**Metal 3**

Drawn at 4 px/um.
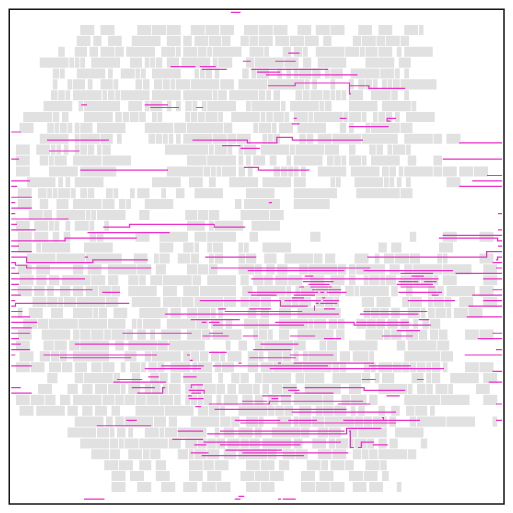
**I/O pins on the die edge**

Drawn at 4 px/um. Pins as bars across the die edge, other pins in grey.
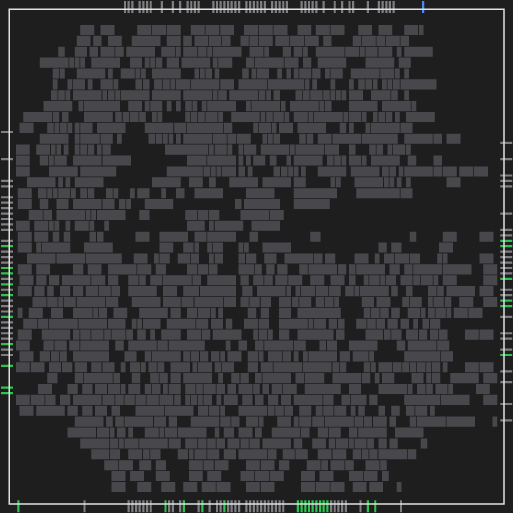
**Routed metal per tile**

Drawn at 3 px/um. The die is cut into 25 by 25 equal tiles; dark blue is low, red is high, scaled to the fullest tile. Values are wire area over tile area, all layers added.
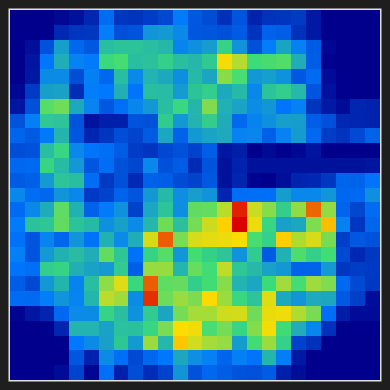
Design instr_aligner, sky130hd; sources not shown.
==> changes_impl.md <==
### Physical design

* Status: completed
* Worst endpoint required time at about 2200 ps
* EDFF count, synth at 0
* Fin util at ~64%
* Post-layout period usage at between 90% and 100%
* Mapped Avg Cell Area at 8.03 sq um
* Critical path startpoint category: register
* Commonest Layout Cell: clkdlybuf4s50_1
* Nonclk inv count at 8
* Remaining DRCs at 0
* Final number of hold-violating endpoints at 0
* Non-Filler Instances at approximately 1200
* Ant diodes at 0
* Net Sw Frac at 22.9%
* # resized after CTS at 0
* Max reg flops at between 60 and 70
* Setup TNS at 0 ps
* Largest cells by area: dfxtp_1 (39%), nand2_1 (7.6%), a311oi_1 (4.8%), nand3_1 (4.2%), and2_1 (3.4%)
* Fill count at 1134
* Ys cells at just over 800
* Clock slew at reported path FFs at 50 ps
* Tot Pwr at between 5 and 6 mW
* Post-CTS setup buffer count at 0
* Flop share of the area at 28.4%
* Top cell area share at between 30% and 40%
* Initial Util at a little under half
* Worst-margin pin slew at 718 ps
* Buf/Inv on CP at 2
* Synth-to-layout area growth at 37.3%
* HPWL Detailed at between 10000 and 15000 um
* Setup slack after layout at approximately 120 ps
* Top logic family: simple AND/OR/NAND/NOR gates
* F_max at approximately 370 MHz
* Placed insts at 1128
* Multi-input logic area at roughly 3700 sq um
* Synth Flop Type: dfxtp_1
* Clock buffer count at 24
* Setup violations, final at 0
* 1st-iter DRT viols at 892
* Ys async rst share at 0%
* CP peak stage delay at between 500 and 600 ps
* Combinational share of power at a little over a tenth
* Core area at between 10000 and 15000 sq um
* Biggest consumer: the clock network
* CP top delay family: buffers and inverters
* FF-to-FF path depth at 9
* CTS Buffer Depth at 2
* Tap cells at about 180
* Logic share of the area at 40.7%
* Seq power at between 2 and 2.5 mW
* Post-Syn Area at 6620 sq um
* Post-CTS Hold Fix Bufs at 0
* Root Buffer: clkbuf_16
* Pin count of the biggest net entering global routing at 66
* WP depth at 5
* Mux cell area share at less than 1%
* Final GP Congestion at between 0.8 and 0.9
* AND/OR/NAND/NOR Cells, Area Fraction at approximately 30%
* Clock share of power at 49.1%
* CTS tree: built
* Die area at ~15000 sq um
* Pint at around 3.9 mW
* Post-Place Worst Slack at approximately 12 ps
* Top routing layer in use: met4
* YS warnings at 0
* Cells after Synth at around 830
* GRT Residual Overflow at 0
* Reg2reg setup slack at about 550 ps
* DRT antenna net count at 0
* Critical path arrival at ~2100 ps
* Logic power comb at approximately 530 uW
* Tool warnings at 27
* Total I/O pin count at between 150 and 200
* Most numerous cell in the Yosys netlist: nand2_1
* Grt met1 use at between 30% and 40%
* Pleak at about 3.1 nW
-- 'metal 3' (at the start) --
longest straight run = 46.5 um
main direction = horizontal
Via Count: 7048
final wirelength: 20400 um

-- 'I/O pins on the die edge' (at the start) --
green -> redirect_pc_i  # pins 32, direction input, edge 16 bottom, 10 left, 6 right
blue -> decompress_o  # pins 1, direction output, edge top
all pins by edge = 53 bottom, 50 top, 36 left, 29 right
Port Buffers: 162
die width: 123 um

-- 'routed metal per tile' (at the start) --
mean over tiles = 0.23
densest ninth of the die = bottom centre
fullest tile = 0.80
drt wl/cell: 17.6 um
Overall Global Routing Usage: 27.1%

No activity file was given, so power comes from the tool's default toggle rates.
